### config.mk
export PLATFORM = sky130hd
export DESIGN_NAME = setting_editor
export DESIGN_NICKNAME = d
export VERILOG_FILES = /design/src/rtl/setting_editor_pkg.sv /design/src/rtl/setting_editor_btn_debounce.sv /design/src/rtl/setting_editor.sv
export SDC_FILE = /design/constraint.sdc
export NUM_CORES = 1
export LEC_CHECK = 0
export CORE_MARGIN = 2
export CORE_UTILIZATION = 54
export DETAILED_ROUTE_END_ITERATION = 8
export GPL_ROUTABILITY_DRIVEN = 0
export HOLD_SLACK_MARGIN = 0.05
export PLACE_DENSITY_LB_ADDON = 0.15
export SETUP_SLACK_MARGIN = 0.2
export SLEW_MARGIN = 10
export SYNTH_ARGS = -nofsm -noshare
export SYNTH_HDL_FRONTEND = slang
export SYNTH_HIERARCHICAL = 1
export SYNTH_SLANG_ARGS = --single-unit
### constraint.sdc
create_clock -name clk -period 7.9 [get_ports clk]
set_input_delay 1.58 -clock clk [delete_from_list [all_inputs] [get_ports clk]]
set_output_delay 1.58 -clock clk [all_outputs]
set_load 0.01 [all_outputs]
### src/rtl/setting_editor_pkg.sv
// Shared definitions for the settings page: state codes, field limits and a
// saturating step helper used by the settings editor and the game controller.
package setting_editor_pkg;

  localparam logic [2:0] ST_TITLE    = 3'd0;
  localparam logic [2:0] ST_PLAYER   = 3'd1;
  localparam logic [2:0] ST_QUESTION = 3'd2;
  localparam logic [2:0] ST_ATIME    = 3'd3;
  localparam logic [2:0] ST_WIN      = 3'd4;
  localparam logic [2:0] ST_SUCCESS  = 3'd5;
  localparam logic [2:0] ST_FAIL     = 3'd6;

  localparam logic [7:0] PLAYER_MIN   = 8'd1;  localparam logic [7:0] PLAYER_MAX   = 8'd4;
  localparam logic [7:0] PLAYER_DEF   = 8'd2;
  localparam logic [7:0] QUESTION_MIN = 8'd1;  localparam logic [7:0] QUESTION_MAX = 8'd9;
  localparam logic [7:0] QUESTION_DEF = 8'd5;
  localparam logic [7:0] ATIME_MIN    = 8'd5;  localparam logic [7:0] ATIME_MAX    = 8'd99;
  localparam logic [7:0] ATIME_DEF    = 8'd30;
  localparam logic [7:0] WIN_MIN      = 8'd1;  localparam logic [7:0] WIN_MAX      = 8'd99;
  localparam logic [7:0] WIN_DEF      = 8'd10;
  localparam logic [7:0] SUCCESS_MIN  = 8'd1;  localparam logic [7:0] SUCCESS_MAX  = 8'd9;
  localparam logic [7:0] SUCCESS_DEF  = 8'd1;
  localparam logic [7:0] FAIL_MIN     = 8'd0;  localparam logic [7:0] FAIL_MAX     = 8'd9;
  localparam logic [7:0] FAIL_DEF     = 8'd1;

  // Fields are at most 7 bits, so 8-bit math keeps 99+1 from wrapping before the clamp.
  function automatic logic [7:0] sat_step(input logic [7:0] v, input logic inc,
                                          input logic dec, input logic [7:0] lo,
                                          input logic [7:0] hi);
    logic [7:0] r;
    r = v;
    if (inc && !dec)      r = (v + 8'd1 > hi) ? hi : v + 8'd1;
    else if (dec && !inc) r = (v <= lo) ? lo : v - 8'd1;
    return r;
  endfunction

endpackage

### src/rtl/setting_editor_btn_debounce.sv
// One push-button front end: 2-flop sync, debounce, rising-edge pulse and
// optional auto-repeat while held.
module btn_debounce #(
  parameter int DEBOUNCE_CYCLES = 2_000_000,
  parameter int REPEAT_DELAY    = 50_000_000,
  parameter int REPEAT_PERIOD   = 10_000_000,
  parameter bit REPEAT_EN       = 1'b0
) (
  input  logic clk,
  input  logic rst,
  input  logic i_btn,
  input  logic i_hold,
  output logic o_pulse
);

  localparam int DW = $clog2(DEBOUNCE_CYCLES + 1);
  localparam int RMAX = (REPEAT_DELAY > REPEAT_PERIOD) ? REPEAT_DELAY : REPEAT_PERIOD;
  localparam int RW = $clog2(RMAX + 1);

  logic [1:0]    r_sync;
  logic [DW-1:0] r_cnt;
  logic          r_lvl, r_lvl_d, r_held, r_rph;
  logic [RW-1:0] r_rcnt;
  logic          w_press, w_rep;

  assign w_press = r_lvl & ~r_lvl_d;
  assign w_rep   = REPEAT_EN && r_held && r_lvl && !i_hold &&
                   (r_rph ? (r_rcnt == RW'(REPEAT_PERIOD - 1))
                          : (r_rcnt == RW'(REPEAT_DELAY - 1)));
  assign o_pulse = w_press | w_rep;

  // Accepted level resets to "pressed" so a button held through reset must be
  // released and pressed again before it produces an edge.
  always_ff @(posedge clk) begin
    if (rst) begin
      r_sync  <= 2'b00;
      r_cnt   <= '0;
      r_lvl   <= 1'b1;
      r_lvl_d <= 1'b1;
      r_held  <= 1'b0;
      r_rph   <= 1'b0;
      r_rcnt  <= '0;
    end else begin
      r_sync  <= {r_sync[0], i_btn};
      r_lvl_d <= r_lvl;
      if (r_sync[1] != r_lvl) begin
        if (r_cnt == DW'(DEBOUNCE_CYCLES - 1)) begin
          r_lvl <= r_sync[1];
          r_cnt <= '0;
        end else begin
          r_cnt <= r_cnt + DW'(1);
        end
      end else begin
        r_cnt <= '0;
      end

      if (w_press) begin
        r_held <= !i_hold;
        r_rph  <= 1'b0;
        r_rcnt <= '0;
      end else if (!r_lvl) begin
        r_held <= 1'b0;
        r_rph  <= 1'b0;
        r_rcnt <= '0;
      end else if (i_hold) begin
        r_rph  <= 1'b0;
        r_rcnt <= '0;
      end else if (r_held) begin
        if (w_rep) begin
          r_rph  <= 1'b1;
          r_rcnt <= '0;
        end else begin
          r_rcnt <= r_rcnt + RW'(1);
        end
      end
    end
  end

endmodule

### src/rtl/setting_editor.sv
// Settings page editor: owns the game settings registers, edits them from the
// push-buttons while view==0 and pulses settings_done on commit.
module setting_editor
  import setting_editor_pkg::*;
#(
  parameter int DEBOUNCE_CYCLES = 2_000_000,
  parameter int REPEAT_DELAY    = 50_000_000,
  parameter int REPEAT_PERIOD   = 10_000_000
) (
  input  logic       clk,
  input  logic       rst,
  input  logic [2:0] view,
  input  logic       btn_next,
  input  logic       btn_prev,
  input  logic       btn_up,
  input  logic       btn_down,
  input  logic       btn_confirm,
  output logic [2:0] state,
  output logic [2:0] player_count,
  output logic [3:0] question_count,
  output logic [6:0] answer_time,
  output logic [6:0] win_socre,
  output logic [3:0] success_score,
  output logic [3:0] fail_score,
  output logic       settings_done
);

  logic [4:0] w_raw, w_pulse, w_p;
  logic       w_act, w_c, w_n, w_pv, w_u, w_d;
  logic [2:0] r_state, r_player;
  logic [3:0] r_question, r_success, r_fail;
  logic [6:0] r_atime, r_win;
  logic       r_done;

  // Bit order: 4 confirm, 3 next, 2 prev, 1 up, 0 down.
  assign w_raw = {btn_confirm, btn_next, btn_prev, btn_up, btn_down};
  assign w_act = (view == 3'd0);

  for (genvar i = 0; i < 5; i++) begin : g_btn
    btn_debounce #(
      .DEBOUNCE_CYCLES(DEBOUNCE_CYCLES),
      .REPEAT_DELAY   (REPEAT_DELAY),
      .REPEAT_PERIOD  (REPEAT_PERIOD),
      .REPEAT_EN      (i < 2)
    ) u_btn (
      .clk    (clk),
      .rst    (rst),
      .i_btn  (w_raw[i]),
      .i_hold (!w_act),
      .o_pulse(w_pulse[i])
    );
  end

  assign w_p  = w_pulse & {5{w_act}};
  assign w_c  = w_p[4];
  assign w_n  = w_p[3];
  assign w_pv = w_p[2];
  assign w_u  = w_p[1];
  assign w_d  = w_p[0];

  always_ff @(posedge clk) begin
    if (rst) begin
      r_state    <= ST_TITLE;
      r_done     <= 1'b0;
      r_player   <= 3'(PLAYER_DEF);
      r_question <= 4'(QUESTION_DEF);
      r_atime    <= 7'(ATIME_DEF);
      r_win      <= 7'(WIN_DEF);
      r_success  <= 4'(SUCCESS_DEF);
      r_fail     <= 4'(FAIL_DEF);
    end else begin
      r_done <= 1'b0;
      if (w_c) begin
        if (r_state == ST_TITLE) begin
          r_state <= ST_PLAYER;
        end else begin
          r_state <= ST_TITLE;
          r_done  <= 1'b1;
        end
      end else if (r_state != ST_TITLE) begin
        if (w_n) begin
          r_state <= (r_state == ST_FAIL) ? ST_PLAYER : r_state + 3'd1;
        end else if (w_pv) begin
          r_state <= (r_state == ST_PLAYER) ? ST_FAIL : r_state - 3'd1;
        end else if (w_u || w_d) begin
          case (r_state)
            ST_PLAYER:   r_player   <= 3'(sat_step(8'(r_player), w_u, w_d, PLAYER_MIN, PLAYER_MAX));
            ST_QUESTION: r_question <= 4'(sat_step(8'(r_question), w_u, w_d, QUESTION_MIN, QUESTION_MAX));
            ST_ATIME:    r_atime    <= 7'(sat_step(8'(r_atime), w_u, w_d, ATIME_MIN, ATIME_MAX));
            ST_WIN:      r_win      <= 7'(sat_step(8'(r_win), w_u, w_d, WIN_MIN, WIN_MAX));
            ST_SUCCESS:  r_success  <= 4'(sat_step(8'(r_success), w_u, w_d, SUCCESS_MIN, SUCCESS_MAX));
            ST_FAIL:     r_fail     <= 4'(sat_step(8'(r_fail), w_u, w_d, FAIL_MIN, FAIL_MAX));
            default: ;
          endcase
        end
      end
    end
  end

  assign state          = r_state;
  assign player_count   = r_player;
  assign question_count = r_question;
  assign answer_time    = r_atime;
  assign win_socre      = r_win;
  assign success_score  = r_success;
  assign fail_score     = r_fail;
  assign settings_done  = r_done;

endmodule
==> reports/results.ini, run 1 <==
[global_route]
grt_pass1_vias=9471
grt.total_usage_pct=22.88
grt_max_degree=41
grt_pass1_wl_um=44410

[pwr]
p_leak_nw=3.897
power.density_nw_per_um2=179.0
power_w=0.002310
ir_worst_vdd_mv=0.1638

[run]
max-cap-violations=0

[timing]
hold_violations=0
relSlewSlack_pct=46.01
drv_slew=0
worst_slew_pin_slew_ns=0.8098
finalSetupViolations=0
setup_tns_ns=0

[finish]
fin_cells=1667
drive_above_1_share_pct=8.693
lay_top_count=dfxtp_1
combGateArea_um2=6756
ff_latch_area_um2=4284

[worst_setup_path]
path_delay_family=buffers and inverters
cp-end-kind=flop

[routing]
dr.pass1.iters=5
viasPerCell=6.072
postRouteAntennaNets=0

[yosys]
netlist_area_um2=11580
edf_count=0
netlist_instances=1362
simple_gate_area_share_pct=29.62
yosys_area_um2=11580
top_area_cell=dfxtp_1

[status]
status=completed

[placement]
dp_cells=1622
hpwl_um=16940

[clock_tree]
clockBufferDepth=3
cts-resized-gates=0

[hold_path]
hp-class=flop to flop

[floorplan]
die_x_um=150.4

==> run 1: state kept, by name, summed over array words and instances (netlist names), 4 cells and up <==
| register | flops |
|---|---|
| fail_score | 4 |
| win_socre | 7 |
| g_btn.u_btn/r_rcnt | 52 |
| success_score | 4 |
| g_btn.u_btn/r_cnt | 105 |
| g_btn.u_btn/r_lvl | 5 |
| g_btn.u_btn/r_sync | 10 |
| g_btn.u_btn/r_lvl_d | 5 |
| question_count | 4 |
| answer_time | 7 |
==> run 1: synthesized netlist by cell type (9+ instances only) <==
cell type and count:
or4_1 32, clkbuf_1 38, a31oi_1 13, a211oi_1 33, inv_1 59, or3_1 42
xor2_1 36, nor2_1 123, nand2_1 71, nor4_1 25, or4b_2 11, buf_2 16
ha_1 35, xnor2_1 65, o31ai_1 28, nand3_1 68, nand4_1 54, a21oi_1 56
or4_4 9, or2_2 13, nor3_1 69, a211o_1 9, dfxtp_1 214, and3_1 15
o21ai_0 51, nor2b_1 19
==> run 1: logic make-up (layout without fill, tap and decap cells) <==
| logic type | count (synthesis) | in the layout |
|---|---|---|
| AND/OR/NAND/NOR | 607 | 607 |
| adder cells (fa/ha/maj) | 35 | 35 |
| AND-OR/OR-AND | 276 | 276 |
| flip-flops | 214 | 214 |
| XOR/XNOR | 101 | 101 |
| buffers and inverters | 123 | 153 |
| multiplexers | 6 | 6 |
==> run 1: layer usage <==
metal | part of all wire (%) | vias to the layer above | global-route usage [%] | wire (um)
met3 | 4.6 | 36 | 2.727 | 1174
met1 | 47 | 4756 | 31.75 | 12100
li1 | - | 5089 | - | -
met2 | 46 | 241 | 37.43 | 11830
met5 | 0 | - | 0 | 0
met4 | 1.8 | 0 | 6.792 | 457
==> run 1: worst register-to-register path, cell delays in order (launching register included) <==
cell and delay [ns]:
dfxtp_1 0.36, or3_1 0.37, or4_4 0.56, a2111oi_4 0.40
a21o_2 0.14, nand2_1 0.07, ha_1 0.21, buf_4 0.25
inv_1 0.61, o2111ai_1 0.32, o21ai_0 0.24, a21oi_1 0.09
a311oi_1 0.23
==> run 1: worst paths after layout <==
| check | start | to | slack (ns) | cells past startpoint |
|---|---|---|---|---|
| setup / recovery | view[1] | win_socre[5] | 2.64 | 15 |
| hold / removal | g_btn[2].u_btn/r_sync[0] | g_btn[2].u_btn/r_sync[1] | 0.44 | 1 |
| setup reg to reg | g_btn[0].u_btn/r_rcnt[9] | win_socre[5] | 3.97 | 12 |
| hold reg to reg | g_btn[2].u_btn/r_sync[0] | g_btn[2].u_btn/r_sync[1] | 0.44 | 1 |
==> run 1: where the power goes <==
part	internal, W	switching (W)	leakage [nW]
clock network	0.000702	0.000462	0.403
logic	0.0000167	0.0000319	1.77
registers	0.00109	0.00000940	1.73
==> run 1: layout make-up <==
| class | count | area share (%) |
|---|---|---|
| flip-flops and latches | 214 | 33.18 |
| inverters | 59 | 1.715 |
| repair buffers | 49 | 3.625 |
| multi-input cells | 1025 | 52.34 |
| clock buffers | 31 | 5.175 |
| clock inverters | 14 | 1.299 |
| well taps | 275 | 2.665 |
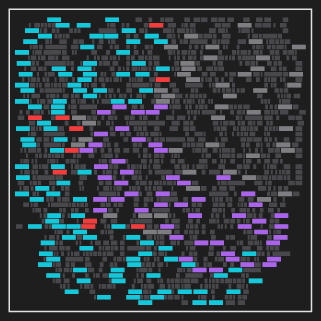
Fig. 1. Register map, names as in the netlist (run 1).
Drawn at 2 px/um. Other sequential cells in the stronger grey, the rest of the logic in the fainter grey.
Purple is g_btn.u_btn/r_rcnt, placed flops 52. Cyan is g_btn.u_btn/r_cnt, placed flops 105. Red is g_btn.u_btn/r_sync, placed flops 10.
Another 47 sequential cells are not coloured.

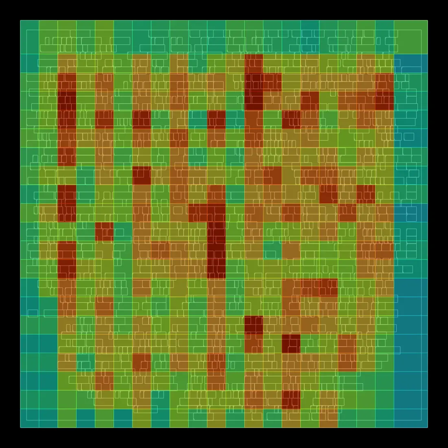
Fig. 2. Routing congestion map (run 1).
met2 Resource Use GR: 37.43%
drt wl/cell: 15.33 um
met1 GRT Util: 31.75%

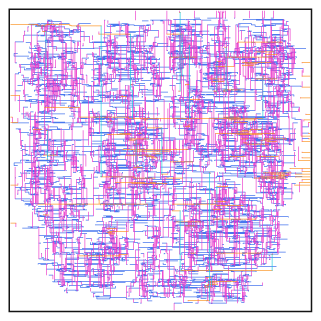
Fig. 3. Routed metal, one colour a layer (run 1).
Drawn at 2 px/um.
Orange is M3, wire length 1170 um. Cyan is M4, wire length 457 um. Magenta is M2, wire length 11800 um. Blue is M1, wire length 12100 um.

==> run 2: changes to the inputs <==
- clock period: 7.9 -> 5.1 ns (I/O delays scaled with it)
==> run 2 against run 1 <==
Sequential share of layout area is essentially flat; cell area rose by 0.14%; synthesized cell count did not move; setup slack got worse by 1.7 ns; highest routed layer unchanged; routed wire length decreased by 1.3%; final cell count is the same; utilization grew 0.083 points; sequential cell count unchanged.
==> reports/results.ini, run 2 <==
[yosys]
synth.most_common_cell=dfxtp_1
top_cells_by_count=214 x dfxtp_1, 123 x nor2_1, 71 x nand2_1, 69 x nor3_1, 68 x nand3_1
netlist_area_um2=11580  ; unchanged
netlist_instances=1362  ; unchanged
top_area_cell=dfxtp_1
yosys_area_um2=11580  ; unchanged
synth_area_per_cell_um2=8.500

[pwr]
ir_worst_vdd_mv=0.2613  ; +60%
power_w=0.003562  ; +54%
power.density_nw_per_um2=275.6  ; +54%

[timing]
relSlewSlack_pct=47.65  ; +1.6 points
drv_slew=0  ; unchanged
hold_violations=0  ; unchanged
finalSetupViolations=0  ; unchanged
setup_tns_ns=0  ; unchanged
worst_slew_pin_slew_ns=0.7851  ; -0.02470 ns
rsz0062_at_grt=no

[clock_tree]
clockBufferDepth=3  ; unchanged
cts_num_sinks=214

[placement]
portBuffers=42
hpwl_um=16690  ; -1.5%

[worst_setup_path]
r2r_start=g_btn[1].u_btn/r_rcnt[9]
worstSetupStartpoint=view[1]
reg2reg_to=answer_time[0]
endpoint=answer_time[0]
rr_worst_depth=11  ; -1
crit_fanout=10
reg2reg_slack_ns=1.27  ; -2.70 ns

[finish]
regMostFlops=g_btn.u_btn/r_cnt
largest_reg_flops=105  ; unchanged
drive_above_1_share_pct=8.836  ; +0.14 points
top_regs=g_btn.u_btn/r_cnt (105), g_btn.u_btn/r_rcnt (52), g_btn.u_btn/r_sync (10)

[routing]
dr.pass1.iters=5  ; unchanged
viasPerCell=6.089  ; +0.29%
routedWlPerCell_um=15.13  ; -1.3%

[hold_path]
hp-class=flop to flop

[global_route]
grt_pass1_wl_um=43030  ; -3.1%
grt_pass1_vias=9121  ; -3.7%
grt_max_degree=49  ; +20%

[status]
status=completed

[run]
max-cap-violations=0  ; unchanged

-- run 2: worst min-delay path by stage --
stage	startpoint	end	slack [ns]	cells past startpoint
CTS	g_btn[2].u_btn/r_sync[0]	g_btn[2].u_btn/r_sync[1]	0.44	1
global route	g_btn[3].u_btn/r_sync[0]	g_btn[3].u_btn/r_sync[1]	0.46	1
floorplan	g_btn[0].u_btn/r_sync[0]	g_btn[0].u_btn/r_sync[1]	0.41	1
finish	g_btn[2].u_btn/r_sync[0]	g_btn[2].u_btn/r_sync[1]	0.44	1
global placement	g_btn[3].u_btn/r_sync[0]	g_btn[3].u_btn/r_sync[1]	0.42	1
detailed placement	g_btn[4].u_btn/r_sync[0]	g_btn[4].u_btn/r_sync[1]	0.42	1
-- run 2: logic make-up after synthesis --
group                    count (synthesis)  synth area share (%)
multiplexers                             6                0.5188
flip-flops                             214                 37.00
buffers and inverters                  123                 4.636
adder cells (fa/ha/maj)                 35                 3.783
AND-OR/OR-AND                          276                 16.79
XOR/XNOR                               101                 7.641
AND/OR/NAND/NOR                        607                 29.62
-- run 2: critical path: cells and delay by family --
family / cells / cell delay (ns)
adders and majority gates: 1 / 0.25
and+or+nand+nor: 7 / 1.67
AOI/OAI and AO/OA: 4 / 0.98
buffers and inverters: 2 / 0.67
-- run 2: power by group --
part / leakage (nW) / internal [W] / total (W) / switching [W]
clock network: 0.420 / 0.00110 / 0.00179 / 0.000684
registers: 1.73 / 0.00169 / 0.00170 / 0.0000141
logic: 1.77 / 0.0000262 / 0.0000758 / 0.0000496
-- run 2: per-layer routing --
metal | wire length [um] | up-vias | share of wire (%) | GRT usage, %
met4 | 365 | 0 | 1.4 | 5.472
li1 | - | 5098 | - | -
met1 | 11980 | 4800 | 47 | 30.71
met2 | 11690 | 217 | 46 | 36.61
met5 | 0 | - | 0 | 0
met3 | 1191 | 36 | 4.7 | 3.000
-- run 2: metrics by stage --
| step | instances | worst slack [ns] | utilization [%] |
|---|---|---|---|
| 2_1_floorplan | 1362 | 0.8608 | - |
| 3_3_place_gp | 1623 | 0.4763 | 57.47 |
| 3_5_place_dp | 1623 | 0.3451 | 57.47 |
| 4_1_cts | 1667 | 0.8754 | 61.50 |
| 5_1_grt | 1667 | 0.6288 | 61.50 |
| 6_report | 1667 | 0.9189 | 61.50 |
-- run 2: layout make-up --
cell class	count	area, um2
clock buffer	38	784.5
clock inverter	6	61.31
fill	1828	8094
inverter	59	221.5
multi-input combinational	1025	6756
sequential	214	4284
tap	275	344.1
timing repair buffer	50	475.5
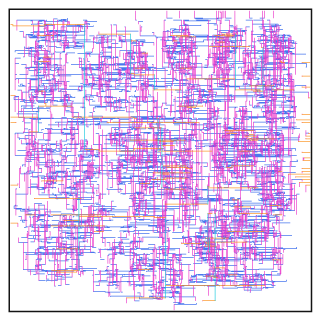
Fig. 4. Routed metal, one colour a layer (run 2).
Drawn at 2 px/um.
Blue is M1, wire length 12000 um. Cyan is M4, wire length 365 um. Orange is M3, wire length 1190 um. Magenta is M2, wire length 11700 um.

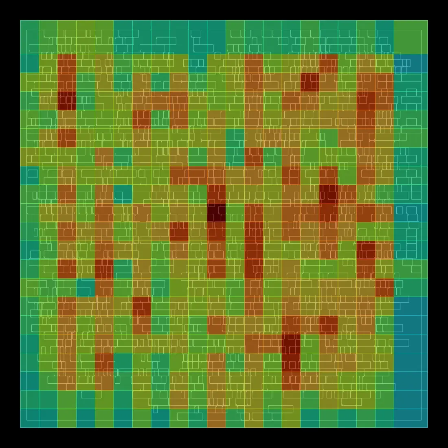
Fig. 5. Routing congestion map (run 2).
GR Util All Layers: 22.18%
met2 Resource Use GR: 36.61%
fin util: 61.50%

==> run 3: changes to the inputs <==
- clock period: 5.1 -> 3.5 ns (I/O delays scaled with it)
==> run 3 against run 2 <==
Clock skew increased by 0.0064 ns; critical endpoint is now answer_time[2]; synthesized cell count unchanged; register-to-register slack got worse by 1.1 ns; global-route usage increased by 1.1 points; largest cell class unchanged; worst hold slack got worse by 0.0057 ns; die size unchanged; non-clock buffer count increased by 59; first-iteration DRC count decreased by 3.6%; critical path depth decreased by 2; power increased by 45%; cell area increased by 4.2%.
==> reports/results.ini, run 3 <==
[yosys]
top_cells_by_count=214 x dfxtp_1, 123 x nor2_1, 71 x nand2_1, 69 x nor3_1, 68 x nand3_1
synth.most_common_cell=dfxtp_1
yosys_area_um2=11580  ; unchanged
netlist_area_um2=11580  ; unchanged
netlist_instances=1362  ; unchanged

[clock_tree]
clockBufferDepth=3  ; unchanged
cts_num_sinks=214  ; unchanged

[timing]
finalWorstSetupSlack_ns=0.1275  ; -0.7914 ns
hold_violations=0  ; unchanged
drv_slew=0  ; unchanged
finalSetupViolations=0  ; unchanged

[run]
max-cap-violations=0  ; unchanged

[global_route]
grt_pass1_wl_um=44970  ; +4.5%
grt_pass1_vias=9653  ; +5.8%
grt_max_degree=28  ; -43%

[finish]
fillers=1774  ; -3.0%
regMostFlops=g_btn.u_btn/r_cnt

[pwr]
ir_worst_vdd_mv=0.3860  ; +48%
power.density_nw_per_um2=384.5  ; +40%
power_w=0.005182  ; +45%

[worst_setup_path]
crit_fanout=6  ; -4
reg2reg_slack_ns=0.13  ; -1.14 ns

[status]
status=completed

[hold_path]
hold_depth=1  ; unchanged

[routing]
dr.pass1.iters=7  ; +2
routedWlPerCell_um=15.44  ; +2.0%

[placement]
portBuffers=42  ; unchanged
hpwl_um=17970  ; +7.7%

run 3: stage by stage:
| step | instances | setup TNS [ns] | util, % |
|---|---|---|---|
| 3_3_place_gp | 1667 | -4.297 | 59.19 |
| 4_1_cts | 1718 | 0 | 63.51 |
| 6_report | 1725 | 0 | 64.11 |
| 3_5_place_dp | 1667 | -7.751 | 59.19 |
| 5_1_grt | 1725 | 0 | 64.11 |
| 2_1_floorplan | 1362 | -0.7795 | - |
run 3: logic make-up (layout without fill, tap and decap cells):
logic type | after synthesis | after routing | synth area share [%]
buf+inv | 123 | 211 | 4.636
fa+ha+maj | 35 | 35 | 3.783
xor+xnor | 101 | 101 | 7.641
mux | 6 | 6 | 0.5188
compound gates | 276 | 276 | 16.79
flops | 214 | 214 | 37.00
simple gates | 607 | 607 | 29.62
run 3: final timing paths:
check / from / end
worst max register to register: g_btn[1].u_btn/r_rph / answer_time[2]
worst min-delay path: g_btn[4].u_btn/r_sync[0] / g_btn[4].u_btn/r_sync[1]
worst min register to register: g_btn[4].u_btn/r_sync[0] / g_btn[4].u_btn/r_sync[1]
worst max-delay path: g_btn[1].u_btn/r_rph / answer_time[2]
run 3: power by group:
part | internal [W] | leakage, nW | total [W] | switching, W
Combinational | 0.0000437 | 2.07 | 0.000119 | 0.0000752
Sequential | 0.00246 | 1.73 | 0.00248 | 0.0000211
Clock | 0.00158 | 0.396 | 0.00259 | 0.00100
Total | 0.00408 | 4.19 | 0.00518 | 0.00110
run 3: what timing repair did:
action,4_1_cts,5_1_grt
pin swaps,7,13
endpoints found under the setup margin,8,29
setup buffers,8,7
gates resized,9,18
run 3: worst max-delay path, delay by kind of cell, from the launching register on:
kind                     cells  cell delay (ns)
AND/OR/NAND/NOR              5             1.42
AND-OR/OR-AND                4             1.03
flip-flops                   1             0.33
buffers and inverters        2             0.27
adder cells (fa/ha/maj)      1             0.20
run 3: cell type report:
cell class | instances | area share, %
clock buffers | 34 | 5.338
flip-flops and latches | 214 | 31.80
multi-input cells | 1025 | 50.99
clock inverters | 9 | 0.8356
well taps | 275 | 2.553
repair buffers | 109 | 6.842
inverters | 59 | 1.643
run 3: per-layer routing:
metal  track usage (%)  part of all wire [%]
met1             31.78                    47
met4             5.094                  0.83
met5                 0                     0
met3             2.848                   4.6
met2             39.36                    48
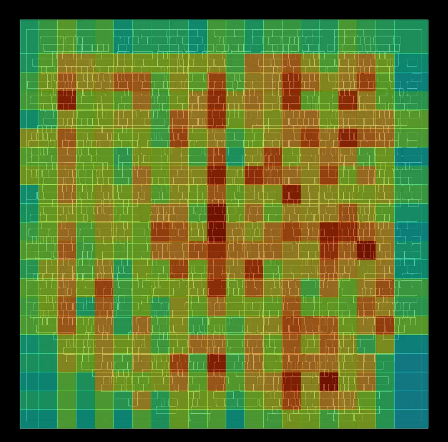
Fig. 6. Routing congestion map (run 3).
met3 Track Usage GR: 2.848%
GR peak layer: met2
met1 GRT Util: 31.78%
met2 Resource Use GR: 39.36%
fin util: 64.11%

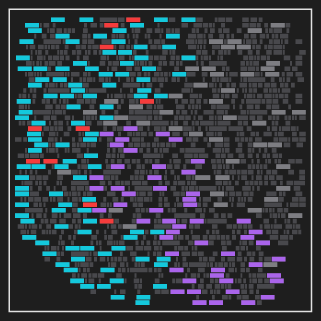
Fig. 7. Register map, names as in the netlist (run 3).
Drawn at 2 px/um. Other sequential cells in the stronger grey, the rest of the logic in the fainter grey.
Cyan is g_btn.u_btn/r_cnt, placed flops 105. Purple is g_btn.u_btn/r_rcnt, placed flops 52. Red is g_btn.u_btn/r_sync, placed flops 10.
Another 47 sequential cells are not coloured.
Seq/total area: 31.80%
Seq. pwr: 0.00248 W
Reg area: 4285 um2

Power figures rest on the tool's default switching activity, not on a simulated workload.
